Fig. 1: run 1, signal wires on met1
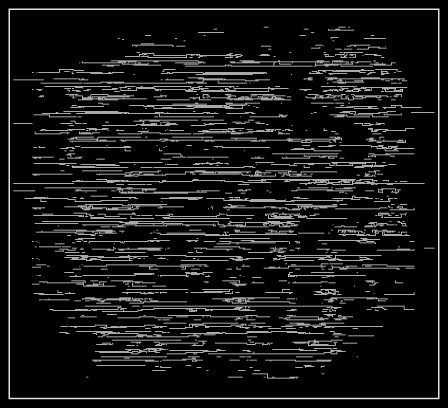
Fig. 2: run 1, M2 wires
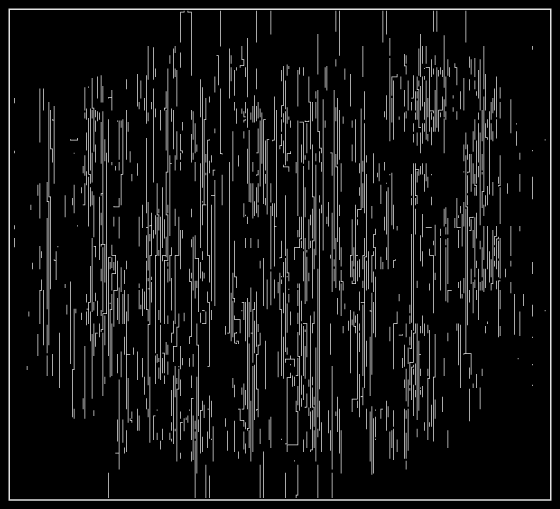
Fig. 3: run 1, metal 3
The bar under the picture is 50 um long. Cells faint in the background.
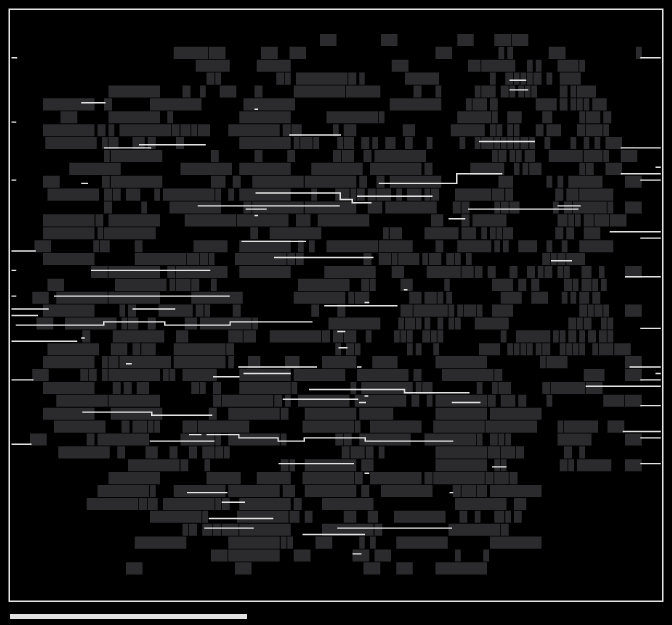
$ cat src/rtl/divider_issue_ctrl_pkg.sv
// Shared definitions for the divider issue stage: default datapath widths,
// FSM state encoding and a constant-width helper.
// Latency: n/a (package). Backpressure: n/a (package).
package divider_issue_ctrl_pkg;

  localparam int DIVIDEND_WIDTH_DEF = 8;
  localparam int DIVIDER_WIDTH_DEF  = 8;

  typedef enum logic [1:0] {
    S_IDLE  = 2'd0,
    S_ISSUE = 2'd1,
    S_STALL = 2'd2,
    S_FLUSH = 2'd3
  } state_t;

  // Ceiling log2 usable in parameter/localparam expressions.
  function automatic int clog2(input int value);
    int result;
    result = 0;
    for (int i = 0; i < 31; i++) begin
      if ((1 << i) < value) result = i + 1;
    end
    return result;
  endfunction

endpackage

$ cat src/rtl/divider_issue_ctrl_sync_fifo.sv
// Synchronous request queue with extra-bit wrap pointers and a clear for flush.
// Latency: push visible at head one edge later; head is combinational from storage.
// Backpressure: push ignored when full, pop ignored when empty; caller gates both.
//
// Ports:
//   clk, reset        rising-edge clock, synchronous active-high reset
//   clear             synchronous pointer clear (flush); wins over push/pop
//   push, push_data   enqueue one entry
//   pop               dequeue the head entry
//   head              current head entry
//   full, empty       occupancy flags
//   count             number of queued entries (0..DEPTH)
module divider_issue_ctrl_sync_fifo
  import divider_issue_ctrl_pkg::*;
#(
  parameter int WIDTH = 16,
  parameter int DEPTH = 8
) (
  input  logic                   clk,
  input  logic                   reset,
  input  logic                   clear,
  input  logic                   push,
  input  logic [WIDTH-1:0]       push_data,
  input  logic                   pop,
  output logic [WIDTH-1:0]       head,
  output logic                   full,
  output logic                   empty,
  output logic [clog2(DEPTH):0]  count
);

  localparam int AW = clog2(DEPTH);

  logic [WIDTH-1:0] mem [DEPTH];
  logic [AW:0]      wr_ptr;
  logic [AW:0]      rd_ptr;
  logic             do_push;
  logic             do_pop;

  assign do_push = push && !full && !clear;
  assign do_pop  = pop && !empty && !clear;

  always_ff @(posedge clk) begin
    if (reset || clear) begin
      wr_ptr <= '0;
      rd_ptr <= '0;
    end else begin
      if (do_push) wr_ptr <= wr_ptr + (AW+1)'(1);
      if (do_pop)  rd_ptr <= rd_ptr + (AW+1)'(1);
    end
  end

  // Storage needs no reset: entries are only observable between push and pop.
  always_ff @(posedge clk) begin
    if (do_push) mem[wr_ptr[AW-1:0]] <= push_data;
  end

  assign head  = mem[rd_ptr[AW-1:0]];
  assign empty = (wr_ptr == rd_ptr);
  // Same slot index but different lap bit means the writer is a full lap ahead.
  assign full  = (wr_ptr[AW] != rd_ptr[AW]) && (wr_ptr[AW-1:0] == rd_ptr[AW-1:0]);
  assign count = wr_ptr - rd_ptr;

endmodule

$ cat src/rtl/divider_issue_ctrl.sv
// Issue stage for divider_top: queues requests and issues one per cycle, gated by result-buffer credits.
// Latency: request accepted at edge N into an empty queue with credit is issued (out_data_valid) after edge N+1.
// Backpressure: out_req_ready drops when the queue is full or during the flush cycle; issue stalls at zero credit.
//
// Optional feature: define DIV_ZERO_GUARD_EN to issue divisor-0 entries with
// out_divider forced to 1 and out_zero_flag raised alongside out_data_valid.
//
// Ports:
//   in_clk, in_reset                  clock, synchronous active-high reset
//   in_req_valid/out_req_ready        request handshake; in_dividend, in_divider payload
//   in_flush                          1-cycle pulse, discards all queued requests
//   in_credit_return                  1-cycle pulse per downstream result consumed
//   out_data_valid, out_dividend,
//   out_divider, out_zero_flag        registered issue to divider_top
//   out_fifo_count, out_credit_count  occupancy and available credits
//   out_credit_err                    sticky credit-overflow indication
module divider_issue_ctrl
  import divider_issue_ctrl_pkg::*;
#(
  parameter int DIVIDEND_WIDTH = DIVIDEND_WIDTH_DEF,
  parameter int DIVIDER_WIDTH  = DIVIDER_WIDTH_DEF,
  parameter int FIFO_DEPTH     = 8,
  parameter int CREDITS        = 16
) (
  input  logic                         in_clk,
  input  logic                         in_reset,
  input  logic                         in_req_valid,
  output logic                         out_req_ready,
  input  logic [DIVIDEND_WIDTH-1:0]    in_dividend,
  input  logic [DIVIDER_WIDTH-1:0]     in_divider,
  input  logic                         in_flush,
  input  logic                         in_credit_return,
  output logic                         out_data_valid,
  output logic [DIVIDEND_WIDTH-1:0]    out_dividend,
  output logic [DIVIDER_WIDTH-1:0]     out_divider,
  output logic                         out_zero_flag,
  output logic [clog2(FIFO_DEPTH):0]   out_fifo_count,
  output logic [clog2(CREDITS):0]      out_credit_count,
  output logic                         out_credit_err
);

  localparam int W   = DIVIDEND_WIDTH + DIVIDER_WIDTH;
  localparam int CW  = clog2(CREDITS) + 1;
  localparam int NW  = clog2(FIFO_DEPTH) + 1;
  localparam logic [CW-1:0] CREDIT_MAX = CW'(CREDITS);

  state_t                     state;
  state_t                     state_nxt;
  logic                       fifo_full;
  logic                       fifo_empty;
  logic [NW-1:0]              fifo_count;
  logic [NW-1:0]              count_nxt;
  logic [W-1:0]               head;
  logic [DIVIDEND_WIDTH-1:0]  head_dividend;
  logic [DIVIDER_WIDTH-1:0]   head_divider;
  logic                       flushing;
  logic                       push;
  logic                       issue;
  logic                       fifo_clear;
  logic [CW-1:0]              credit_q;
  logic [CW-1:0]              credit_nxt;
  logic                       credit_err_set;

  assign flushing   = (state == S_FLUSH);
  assign fifo_clear = in_flush || flushing;

  // Ready is held low while reset is asserted so every output reads 0 then.
  assign out_req_ready = !fifo_full && !flushing && !in_reset;

  // A flush pulse wins over a request offered in the same cycle.
  assign push  = in_req_valid && out_req_ready && !in_flush;
  assign issue = !fifo_empty && (credit_q != '0) && !flushing && !in_flush;

  assign {head_dividend, head_divider} = head;

  divider_issue_ctrl_sync_fifo #(
    .WIDTH (W),
    .DEPTH (FIFO_DEPTH)
  ) u_fifo (
    .clk       (in_clk),
    .reset     (in_reset),
    .clear     (fifo_clear),
    .push      (push),
    .push_data ({in_dividend, in_divider}),
    .pop       (issue),
    .head      (head),
    .full      (fifo_full),
    .empty     (fifo_empty),
    .count     (fifo_count)
  );

  // Credit accounting. A return with the counter already at its maximum is an
  // upstream protocol error: the count saturates and the error is latched.
  // A return coinciding with an issue is a net-zero exchange and never errors.
  always_comb begin
    credit_nxt     = credit_q;
    credit_err_set = 1'b0;
    if (issue && !in_credit_return) begin
      credit_nxt = credit_q - CW'(1);
    end else if (!issue && in_credit_return) begin
      if (credit_q == CREDIT_MAX) credit_err_set = 1'b1;
      else                        credit_nxt = credit_q + CW'(1);
    end
  end

  // Occupancy after this edge (flush handled separately in the FSM).
  always_comb begin
    count_nxt = fifo_count;
    if (push && !issue)      count_nxt = fifo_count + NW'(1);
    else if (!push && issue) count_nxt = fifo_count - NW'(1);
  end

  // Next state follows from what the queue and credit counter will hold after
  // this edge: empty -> idle, entries but no credit -> stall, else issuing.
  always_comb begin
    state_nxt = state;
    case (state)
      S_FLUSH: state_nxt = S_IDLE;
      default: begin
        if (in_flush)               state_nxt = S_FLUSH;
        else if (count_nxt == '0)   state_nxt = S_IDLE;
        else if (credit_nxt == '0)  state_nxt = S_STALL;
        else                        state_nxt = S_ISSUE;
      end
    endcase
  end

  always_ff @(posedge in_clk) begin
    if (in_reset) begin
      state            <= S_IDLE;
      credit_q         <= CREDIT_MAX;
      out_credit_err   <= 1'b0;
      out_data_valid   <= 1'b0;
      out_dividend     <= '0;
      out_divider      <= '0;
    end else begin
      state          <= state_nxt;
      credit_q       <= credit_nxt;
      out_data_valid <= issue;
      if (credit_err_set) out_credit_err <= 1'b1;
      // Payload holds its last value between issues.
      if (issue) begin
        out_dividend <= head_dividend;
`ifdef DIV_ZERO_GUARD_EN
        out_divider  <= (head_divider == '0) ? DIVIDER_WIDTH'(1) : head_divider;
`else
        out_divider  <= head_divider;
`endif
      end
    end
  end

`ifdef DIV_ZERO_GUARD_EN
  // Flag is a strobe qualified by the same issue as out_data_valid.
  always_ff @(posedge in_clk) begin
    if (in_reset) out_zero_flag <= 1'b0;
    else          out_zero_flag <= issue && (head_divider == '0);
  end
`else
  assign out_zero_flag = 1'b0;
`endif

  assign out_fifo_count   = fifo_count;
  assign out_credit_count = credit_q;

endmodule
$ cat config.mk
export PLATFORM = sky130hd
export DESIGN_NAME = divider_issue_ctrl
export DESIGN_NICKNAME = d
export VERILOG_FILES = /design/src/rtl/divider_issue_ctrl_pkg.sv /design/src/rtl/divider_issue_ctrl_sync_fifo.sv /design/src/rtl/divider_issue_ctrl.sv
export SDC_FILE = /design/constraint.sdc
export NUM_CORES = 1
export LEC_CHECK = 0
export ABC_AREA = 1
export CAP_MARGIN = 30
export CORE_ASPECT_RATIO = 0.9
export CORE_MARGIN = 4
export CORE_UTILIZATION = 45
export CTS_BUF_LIST = sky130_fd_sc_hd__clkbuf_2
export DETAILED_ROUTE_END_ITERATION = 7
export GPL_ROUTABILITY_DRIVEN = 1
export SETUP_SLACK_MARGIN = 0.5
export SLEW_MARGIN = 0
export SYNTH_ARGS = -nofsm -noshare
export SYNTH_HDL_FRONTEND = slang
export SYNTH_SLANG_ARGS = --single-unit
$ cat constraint.sdc
create_clock -name in_clk -period 7.9 [get_ports in_clk]
set_input_delay 1.975 -clock in_clk [delete_from_list [all_inputs] [get_ports in_clk]]
set_output_delay 1.975 -clock in_clk [all_outputs]
set_load 0.01 [all_outputs]
==> CHANGELOG.md, run 1 <==
### Metrics

- Global Route Usage Sum: 18.24%
- Die H: 124.6 um
- # fillers: 1290
- Reg-to-reg setup timing slack: 4.28 ns
- Core Density at Floorplan: 46.07%
- Final-report setup violation count: 0
- CTS Root Cell: clkbuf_2
- Sequential-to-total area share from yosys stat: 66.21%
- Post-synth top cells: edfxtp_1 (128), nor2_1 (89), nand2_1 (75)
- Vias per cell: 5.356
- Final #Nets: between 600 and 700
- RePlAce Congestion: 0.7841
- Chip Area, Yosys: between 6000 and 7000 um2
- Layout cells sized above 1: 10.04%
- Post-synthesis async set-or-reset flop share: 0%
- Residual DRC: 0
- Nature of the critical path startpoint: primary input
- DRT iter0 DRCs: 386
- Critical path class: in -> out
- Crit path DRT: a little under 6 ns
- Total die size: 17150 um2
- H-tree levels: 4
- WL per Instance: 17.25 um
- Worst Tran Pin Value: 0.9439 ns
- CP endpoint: out_req_ready
- Cell-internal power: 1.134 mW
- Clk_skew: 0.03208 ns
- Status: complete, no violations
- Fmax: 181.3 MHz
- Synth top area share: 56.50%
- Commonest Layout Cell: edfxtp_1
- Total congestion overflow: 0
- Synthesis-to-finish area growth: 13.56%
- Registers, synthesis: 161
- Data arrival, critical path: 3.54 ns
- R2r startpoint: u_fifo.rd_ptr[0]$_SDFFE_PP0P_
- Critical R2R Capture: u_fifo.mem[1][10]$_DFFE_PP_
- Total Neg Setup Slack: 0 ns
- Drt pass-1 iters: 5
- Vias in the first global route: 4459
- Hold Path Cell Cnt: 2
- Synth area leader: edfxtp_1
- Total of cells resized after clock tree synthesis: 0
- Worst hold endpoint: out_dividend[7]$_SDFFE_PP0N_
- Synth Instances: 606
- First-pass GRT wire length: 23690 um
- Worst hold slack: 0.4795 ns
- Leakage: 2.737 nW
- Min-delay worst type: reg -> reg
- Worst-path fanout max: 22
- Hold_sp: out_dividend[7]$_SDFFE_PP0N_
- Max_cap viols: 0
- Clock transition at the registers of the reported paths: 0.19 ns
- Max reg flops: 128
- IO buf count: between 40 and 50
- Yosys cell count: between 600 and 700
- Hold buffers post-CTS: 0
- Switch Pwr: 0.3767 mW
- EDFF count, synth: between 100 and 150
- Dpl hpwl: 8641 um
- Post-Syn Nets: 639
- PD cells: approximately 200 nW/um2
- Most common logic cells in the final layout: edfxtp_1 (128), nor2_1 (89), nand2_1 (75)
- Post-CTS setup buffer count: 0
Notes on Fig. 1 above:
longest straight run: 61.2 um
wire length on this layer: 7030 um
share of all routed wire: 47%
main direction: horizontal
nets with wire on the layer: 638

Notes on Fig. 2 above:
main direction: vertical
wire length on this layer: 6790 um
longest straight run: 45.9 um
share of all routed wire: 45%
nets with wire on the layer: 519
via count: 4638
met2 Track Usage GR: 26.81%
WL final: 14940 um

Notes on Fig. 3 above:
share of all routed wire: 5.4%
longest straight run: 36.8 um
main direction: horizontal
nets with wire on the layer: 52
wire length on this layer: 808 um
met3 Use GR: 4.645%

## run 1: kinds of logic after synthesis
logic type,share of synthesized area [%]
xor+xnor,0.7725
buf+inv,4.046
simple gates,13.32
other cells,0.05512
flops,66.21
compound gates,13.28
fa+ha+maj,2.317
## run 1: cell type report
cell class	count	area, um2	area share, %
clock buffers	19	95.09	1.231
diodes	1	2.502	0.03239
multi-input cells	379	2023	26.19
flip-flops and latches	161	4506	58.33
repair buffers	62	593.1	7.677
clock inverters	13	133.9	1.733
inverters	33	123.9	1.604
well taps	198	247.7	3.207
## run 1: metrics by stage
| stage | util [%] | setup slack, ns | power [mW] |
|---|---|---|---|
| 2_1_floorplan | - | 3.600 | 1.045 |
| 3_3_place_gp | 50.64 | 2.428 | 1.101 |
| 3_5_place_dp | 50.75 | 2.369 | 1.104 |
| 4_1_cts | 52.30 | 2.364 | 1.528 |
| 5_1_grt | 52.31 | 2.284 | 1.590 |
| 6_report | 52.31 | 2.385 | 1.511 |
## run 1: critical path, stage by stage
cell and delay, ns:
clkdlybuf4s50_1 0.40, buf_4 0.23, inv_2 0.10, nand2_1 0.10, a21oi_1 0.16, clkdlybuf4s50_1 0.56
## run 1: layer usage
metal | track usage [%] | wire (um) | vias up
li1 | - | - | 2260
met1 | 25.91 | 7034 | 2225
met2 | 26.81 | 6793 | 129
met3 | 4.645 | 808 | 24
met4 | 7.042 | 304 | 0
met5 | 0 | 0 | -
## run 1: power groups by stage
stage	Combinational (mW)	Sequential (mW)	Clock, mW
final	0.149	0.936	0.426
after global routing	0.168	0.937	0.485
after CTS	0.151	0.935	0.442
after detailed placement	0.150	0.954	0
after global placement	0.148	0.953	0
after floorplan	0.0902	0.955	0
==> run 2, diff against run 1 <==
==> constraint.sdc (replaced) <==
create_clock -name in_clk -period 5.3 [get_ports in_clk]
set_input_delay 1.325 -clock in_clk [delete_from_list [all_inputs] [get_ports in_clk]]
set_output_delay 1.325 -clock in_clk [all_outputs]
set_load 0.01 [all_outputs]
Fig. 4: run 2, register map, names as in the netlist
The bar under the picture is 50 um long. Other sequential cells in the stronger grey, the rest of the logic in the fainter grey.
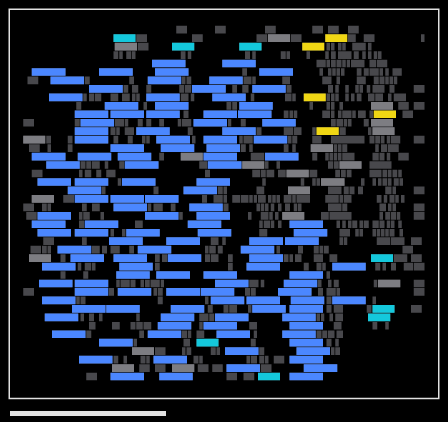
legend:
  cyan:
    signal: out_divider
    flops: 8
  yellow:
    signal: out_credit_count
    flops: 5
    where: top right
  blue:
    signal: u_fifo.mem
    flops: 128

Fig. 5: run 2, routing congestion
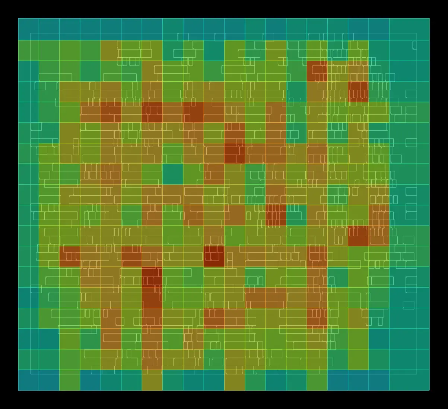
Final Util: 51.97%
Global Route Usage Sum: 18.05%
met3 Use GR: 4.766%
met2 Track Usage GR: 27.64%

==> run 2 against run 1 <==
Net effect:
- sequential power rose by 49%
- via count fell by 1.3%
- hold slack got worse by 0.0024 ns
- flip-flop count did not move
- critical path type unchanged
- utilization fell by 0.35 points
- register-to-register slack got worse by 1.9 ns
- setup slack got worse by 1.1 ns
- die size did not move
- synthesized cell count did not move
==> CHANGELOG.md, run 2 <==
### Metrics

- Via count: 4579 (-1.3%)
- WL final: 14610 um (-2.2%)
- Yosys cell count: 606 (unchanged)
- Registers, synthesis: 161 (unchanged)
- PD cells: 284.0 nW/um2 (+45%)
- Max_cap viols: 0 (unchanged)
- Nature of the critical path startpoint: primary input
- Max reg flops: 128 (unchanged)
- Synth area leader: edfxtp_1
- Commonest Layout Cell: edfxtp_1
- Sequential-to-total area share from yosys stat: 66.21% (unchanged)
- Total die size: 17150 um2 (unchanged)
- CP max stage delay: 0.55 ns (about the same)
- # diodes: 0 (-1)
- Leakage: 2.722 nW (-0.55%)
- Post-synth top cells: edfxtp_1 (128), nor2_1 (89), nand2_1 (75)
- Worst-path cell chain: clkdlybuf4s50_1, inv_2, nand2_1, a21oi_1, clkdlybuf4s50_1
- Status: complete, no violations
- Max stage delay cell, worst path: clkdlybuf4s50_1
- Clock transition at the registers of the reported paths: 0.17 ns (-0.02 ns)
- Setup ws final: 1.305 ns (-1.080 ns)
- Hold buffers post-CTS: 0 (unchanged)
- Residual DRC: 0 (unchanged)
- Vias in the first global route: 4364 (-2.1%)
- Synth top area share: 56.50% (unchanged)
- Post-CTS setup buffer count: 0 (unchanged)
- Core Density at Floorplan: 46.07% (unchanged)
- Fmax: 250.3 MHz
- Final period util: 75.38%
- Non-filler cells in the finished layout: 865
- Chip Area, Yosys: 6803 um2 (unchanged)
- Critical path class: in -> out
- EDFF count, synth: 128 (unchanged)
- Crit path DRT: 3.97 ns (-1.96 ns)
- Peak VDD IR: 0.0001877 V
- Ys flop type: edfxtp_1
- Post-synthesis async set-or-reset flop share: 0% (unchanged)
- Placed inst area: 7486 um2
- WP buf/inv: 3 (-1)
- CTS tree: built
- Slew Limit Fails: 0
- Data arrival, critical path: 2.67 ns (-0.87 ns)
- Max Buffers Root-to-Sink: 2
- Post-Syn Nets: 639 (unchanged)
- Synth Area per Inst: roughly 11 um2
- Largest net degree at the start of global routing: 70
- CTS sink count: 161
- Dpl cells: 833
- Final #Nets: 687 (unchanged)
- Rows: 42
- CP delay by family, top: buffers and inverters
- RSZ-0062 raised after global routing: false
- Total congestion overflow: 0 (unchanged)
- Area of the mapped netlist: around 6800 um2
- DP Worst Slack: 1.299 ns (-1.069 ns)
- WL per Instance: 16.89 um (-2.1%)
- Most frequent CP cell: clkdlybuf4s50_1
- Final Hold Viols: 0
- Ports: 50
- Synthesis-to-finish area growth: 12.80%
- Min-delay worst type: reg -> reg
- DRT iter0 DRCs: 320 (-17%)
- Worst-path fanout max: 4 (-82%)
- Synth warn: 0
- Tot Pwr: 2.180 mW (+44%)
- Cell with the most instances after synthesis: edfxtp_1
- CTS buffer count: 17
- Post-route ant nets: 0
- Cell Type Count: 34
- Tool warnings: 30
- Total of cells resized after clock tree synthesis: 0 (unchanged)
- Most common logic cells in the final layout: edfxtp_1 (128), nor2_1 (89), nand2_1 (75)
- Total Neg Setup Slack: 0 ns (unchanged)
- # fillers: 1290 (unchanged)
- H-tree levels: 4 (unchanged)
- Synth Instances: 606 (unchanged)
- CTS Root Cell: clkbuf_2
- Clk_lat worst skew: 0.68 ns
- RePlAce Congestion: 0.8240 (+5.1%)
- Dpl hpwl: 8617 um (-0.27%)
- Final-report setup violation count: 0 (unchanged)
- Core ar.: 14770 um2
- Layout cells sized above 1: 9.895% (-0.15 points)
- Worst Tran Pin Value: 0.7073 ns (-0.2366 ns)
- Initial antenna violation count: 0
- Clk_skew: 0.02789 ns (-0.004193 ns)
- IO buf count: 48 (unchanged)
- Die Wd: 137.6 um
- Crit end category: primary output
- Worst hold slack: 0.4771 ns (-0.002413 ns)
- Finished Cell Area: 7674 um2
- First-pass GRT wire length: 23600 um (-0.38%)
- Drt pass-1 iters: 5 (unchanged)
- Top cells, area: edfxtp_1 (57%), dfxtp_1 (9.7%), o21ai_0 (5.0%)
- Min cycle time layout: 3.995 ns
- Die H: 124.6 um (unchanged)
- Vias per cell: 5.294 (-1.2%)
- Slew margin rel.: 52.79%
Fig. 6: run 2, M2 wires
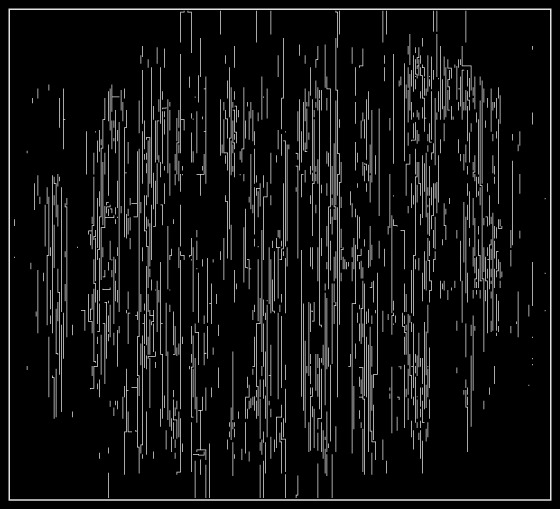
main direction: vertical
nets with wire on the layer: 526
share of all routed wire: 46%

run 2: cell counts after synthesis:
Identical to the previous run, type by type.
run 2: logic make-up (layout without fill, tap and decap cells):
group | after synthesis | after routing | share of synthesized area [%]
and+or+nand+nor | 208 | 208 | 13.32
DFF | 161 | 161 | 66.21
AOI/OAI and AO/OA | 152 | 152 | 13.28
buffers and inverters | 66 | 127 | 4.046
adders and majority gates | 12 | 12 | 2.317
xor gates and xnor gates | 6 | 6 | 0.7725
other | 1 | 1 | 0.05512
run 2: area by class of cell:
class | count | area, um2 | share of cell area [%]
sequential | 161 | 4506 | 58.72
multi-input combinational | 379 | 2023 | 26.37
timing repair buffer | 62 | 585.6 | 7.631
tap | 198 | 247.7 | 3.228
inverter | 33 | 123.9 | 1.614
clock buffer | 24 | 120.1 | 1.565
clock inverter | 8 | 67.56 | 0.8805
run 2: metal layers:
metal | share of wire (%) | wire, um | global-route usage (%) | up-vias
met4 | 0.67 | 98 | 4.108 | 0
met5 | 0 | 0 | 0 | -
met2 | 46 | 6787 | 27.64 | 108
met1 | 47 | 6933 | 25.82 | 2205
li1 | - | - | - | 2260
met3 | 5.4 | 790 | 4.766 | 6
run 2: path summary, 6_finish.rpt:
path | cells past startpoint | from | slack, ns | to
max | 5 | in_reset | 1.30 | out_req_ready
min | 2 | out_divider[6]$_SDFFE_PP0N_ | 0.48 | out_divider[6]$_SDFFE_PP0N_
max reg2reg | 10 | u_fifo.wr_ptr[0]$_SDFFE_PP0P_ | 2.41 | u_fifo.mem[3][0]$_DFFE_PP_
min reg2reg | 2 | out_divider[6]$_SDFFE_PP0N_ | 0.48 | out_divider[6]$_SDFFE_PP0N_
run 2: power breakdown:
part           internal, mW  switching (mW)
clock                 0.177           0.388
combinational        0.0912           0.131
sequential             1.38          0.0131
==> run 3, diff against run 2 <==
==> constraint.sdc (replaced) <==
create_clock -name in_clk -period 4.2 [get_ports in_clk]
set_input_delay 1.05 -clock in_clk [delete_from_list [all_inputs] [get_ports in_clk]]
set_output_delay 1.05 -clock in_clk [all_outputs]
set_load 0.01 [all_outputs]
Fig. 7: run 3, M2 wires
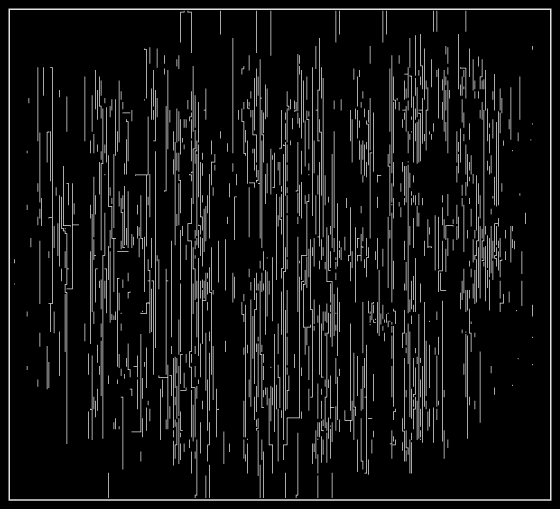
share of all routed wire: 47%
main direction: vertical
longest straight run: 60.2 um
nets with wire on the layer: 531
met2 Track Usage GR: 28.53%
via count: 4607
WL final: 14700 um

Fig. 8: run 3, signal wires on met4
The bar under the picture is 50 um long.
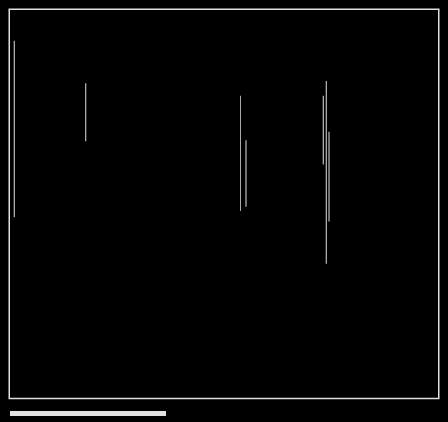
wire length on this layer: 241 um
nets with wire on the layer: 6
share of all routed wire: 1.6%

==> run 3 against run 2 <==
Net effect:
- setup slack got worse by 0.65 ns
- largest cell class unchanged
- critical endpoint is now out_fifo_count[3]
- clock skew rose by 0.011 ns
- first-iteration DRC count rose by 25%
- register-to-register slack got worse by 1.0 ns
- die size did not move
- combinational power rose by 26%
- utilization rose by 0.79 points
==> CHANGELOG.md, run 3 <==
### Metrics

- Comb power frac: 9.8% (-0.4 points)
- Total die size: 17150 um2 (unchanged)
- Xor/xnor share: 0.7725% (unchanged)
- Critical path class: reg -> out
- Final #Nets: 691 (+0.58%)
- Worst-path fanout max: 5 (+1)
- Hold buffers post-CTS: 0 (unchanged)
- EDFF count, synth: 128 (unchanged)
- Die H: 124.6 um (unchanged)
- Chip Area, Yosys: 6803 um2 (unchanged)
- Critical R2R Capture: out_divider[3]$_SDFFE_PP0N_
- Tool warnings: 31 (+3.3%)
- Hold Path Cell Cnt: 2 (unchanged)
- Drt pass-1 iters: 5 (unchanged)
- Synth Area per Inst: 11.23 um2 (unchanged)
- Most common logic cells in the final layout: edfxtp_1 (128), nor2_1 (89), nand2_1 (74)
- AO/OA Area Share: 13.28% (unchanged)
- Total Neg Setup Slack: 0 ns (unchanged)
- Post-synth top cells: edfxtp_1 (128), nor2_1 (89), nand2_1 (75)
- Crit path DRT: 3.15 ns (-0.82 ns)
- CTS buffer count: 17 (unchanged)
- RSZ-0062 raised after global routing: true
- Peak VDD IR: 0.0001998 V (+6.5%)
- Max reg flops: 128 (unchanged)
- Total congestion overflow: 0 (unchanged)
- Clk_skew: 0.03884 ns (+0.01095 ns)
- Share of total power in the clock network: 29.2% (+3.3 points)
- Status: complete, no violations
- R2r startpoint: u_fifo.rd_ptr[0]$_SDFFE_PP0P_
- First-pass GRT wire length: 23810 um (+0.88%)
- CP endpoint: out_fifo_count[3]
- Post-route ant nets: 0 (unchanged)
- Layout cells sized above 1: 11.62% (+1.7 points)
- Vias in the first global route: 4629 (+6.1%)
- Largest net degree at the start of global routing: 70 (unchanged)
- CTS sink count: 161 (unchanged)
- Area of the mapped netlist: 6803 um2 (unchanged)
- Data arrival, critical path: 2.49 ns (-0.18 ns)
- Initial antenna violation count: 1 (+1)
- Switch Pwr: 0.7354 mW (+38%)
- IO buf count: 48 (unchanged)
- Clk_lat worst skew: 0.70 ns (+0.02 ns)
- Post-synthesis async set-or-reset flop share: 0% (unchanged)
- Dpl hpwl: 8892 um (+3.2%)
- Commonest Layout Cell: edfxtp_1
- Min-delay worst type: reg -> reg
- Fmax: between 200 and 300 MHz
- Rows: 42 (unchanged)
- DP Worst Slack: 0.7675 ns (-0.5317 ns)
- Yosys cell count: 606 (unchanged)
- Final period util: 84.38%
- WL per Instance: 16.90 um (about the same)
- Registers, synthesis: 161 (unchanged)
- Nature of the critical path startpoint: register
- Post-synthesis adder-cell area fraction: 2.317% (unchanged)
- Worst R2R Path Depth: 7 (-3)
- Vias per cell: 5.295 (about the same)
- Synth Instances: 606 (unchanged)
- Slew Limit Fails: 0 (unchanged)
- Hold_sp: out_dividend[0]$_SDFFE_PP0N_
- Min cycle time layout: about 3.5 ns
- H-tree levels: 4 (unchanged)
- Cell Type Count: 34 (unchanged)
- RePlAce Congestion: 0.7991 (-3.0%)
- Top cells, area: edfxtp_1 (57%), dfxtp_1 (9.7%), o21ai_0 (5.0%)
- Cell-internal power: 2.145 mW (+30%)
- Net Sw Frac: 25.53% (+1.1 points)
- CP startpoint: u_fifo.rd_ptr[2]$_SDFFE_PP0P_
- Final-report setup violation count: 0 (unchanged)
- Sequential fraction of design power: 61.1% (-2.8 points)
- Crit end category: primary output
- # fillers: 1287 (-0.23%)
- Slew margin rel.: 53.00% (+0.21 points)
- Worst Tran Pin Value: 0.7049 ns (-0.002401 ns)
- Final Hold Viols: 0 (unchanged)
- Max_cap viols: 0 (unchanged)
- Synth warn: 0 (unchanged)
- Leakage: 2.784 nW (+2.3%)
- Die Wd: 137.6 um (unchanged)
- Post-synthesis mux area share: 0% (unchanged)
- Cell with the most instances after synthesis: edfxtp_1
- Reg-to-reg setup timing slack: 1.39 ns (-1.02 ns)
- Synthesis-to-finish area growth: 14.51%
- Ys flop type: edfxtp_1
- Main kind of combinational logic by area: simple AND/OR/NAND/NOR gates
- Clock transition at the registers of the reported paths: 0.22 ns (+0.05 ns)
- DRT iter0 DRCs: 401 (+25%)
- Final Util: 52.75% (+0.79 points)
- Sequential-to-total area share from yosys stat: 66.21% (unchanged)
- Max Buffers Root-to-Sink: 2 (unchanged)
- Ports: 50 (unchanged)
- Worst hold endpoint: out_dividend[0]$_SDFFE_PP0N_
- Setup ws final: 0.6562 ns (-0.6487 ns)
- AND/OR/NAND/NOR Cells, Area Fraction: 13.32% (unchanged)
- Residual DRC: 0 (unchanged)
- PD cells: 369.8 nW/um2 (+30%)
- Synth area leader: edfxtp_1
- Post-Syn Nets: 639 (unchanged)
- CTS tree: built
Fig. 9: run 3, metal 3
The bar under the picture is 50 um long. Cells faint in the background.
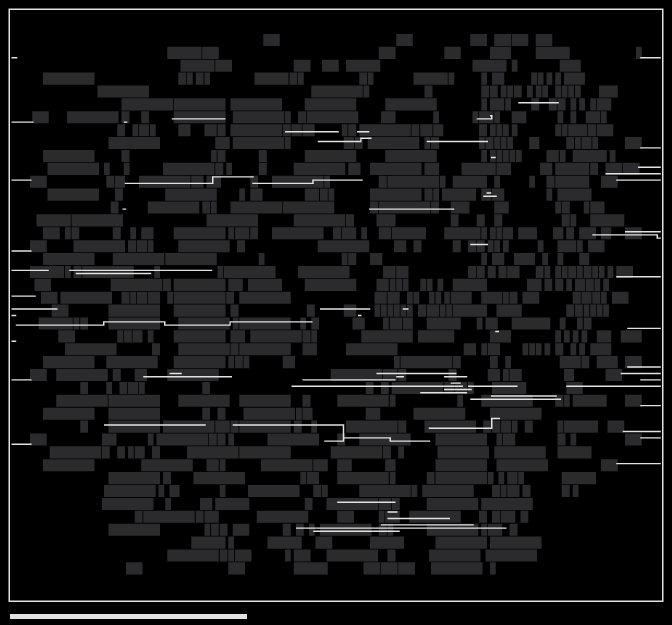
share of all routed wire: 5.4%
wire length on this layer: 792 um
main direction: horizontal

-- run 3: cell counts after synthesis --
Identical to the previous run, type by type.
-- run 3: critical path: stages (launching register included) --
cell	delay, ns
dfxtp_1	0.38
inv_1	0.07
ha_2	0.38
nand3_1	0.14
nand2_1	0.11
nand2_1	0.08
nand2_1	0.11
clkdlybuf4s50_1	0.55
-- run 3: repair_timing --
action                                  CTS  global route
resized                                   1             5
endpoints found under the setup margin    1             4
buffers inserted                          0             0
cloned                                    0             0
-- run 3: per-layer routing --
metal | wire length [um] | part of all wire, % | global-route usage [%]
met4 | 241 | 1.6 | 5.927
met3 | 792 | 5.4 | 4.362
met1 | 6751 | 46 | 24.42
met2 | 6914 | 47 | 28.53
met5 | 0 | 0 | 0
-- run 3: layout make-up --
class                      instances  area [um2]  area share, %
timing repair buffer              66       630.6          8.095
clock buffer                      18       90.09          1.156
sequential                       161        4507          57.85
multi-input combinational        379        2034          26.12
tap                              198       247.7          3.180
antenna                            1       2.502        0.03212
inverter                          33       123.9          1.590
clock inverter                    14       153.9          1.976
-- run 3: per-stage QoR --
step	area (um2)	power, mW	instances	hold slack (ns)
2_1_floorplan	6803	1.966	606	0.4610
3_3_place_gp	7528	2.069	837	0.4573
3_5_place_dp	7528	2.077	837	0.4571
4_1_cts	7775	2.912	869	0.4826
5_1_grt	7790	3.026	870	0.5070
6_report	7790	2.881	870	0.4786
-- run 3: power groups by stage --
stage	clock (mW)	sequential, mW	combinational, mW
floorplan	0	1.80	0.170
global placement	0	1.79	0.277
detailed placement	0	1.79	0.283
CTS	0.868	1.76	0.285
global route	0.943	1.76	0.318
finish	0.840	1.76	0.282
Power and IR drop assume default switching activity.
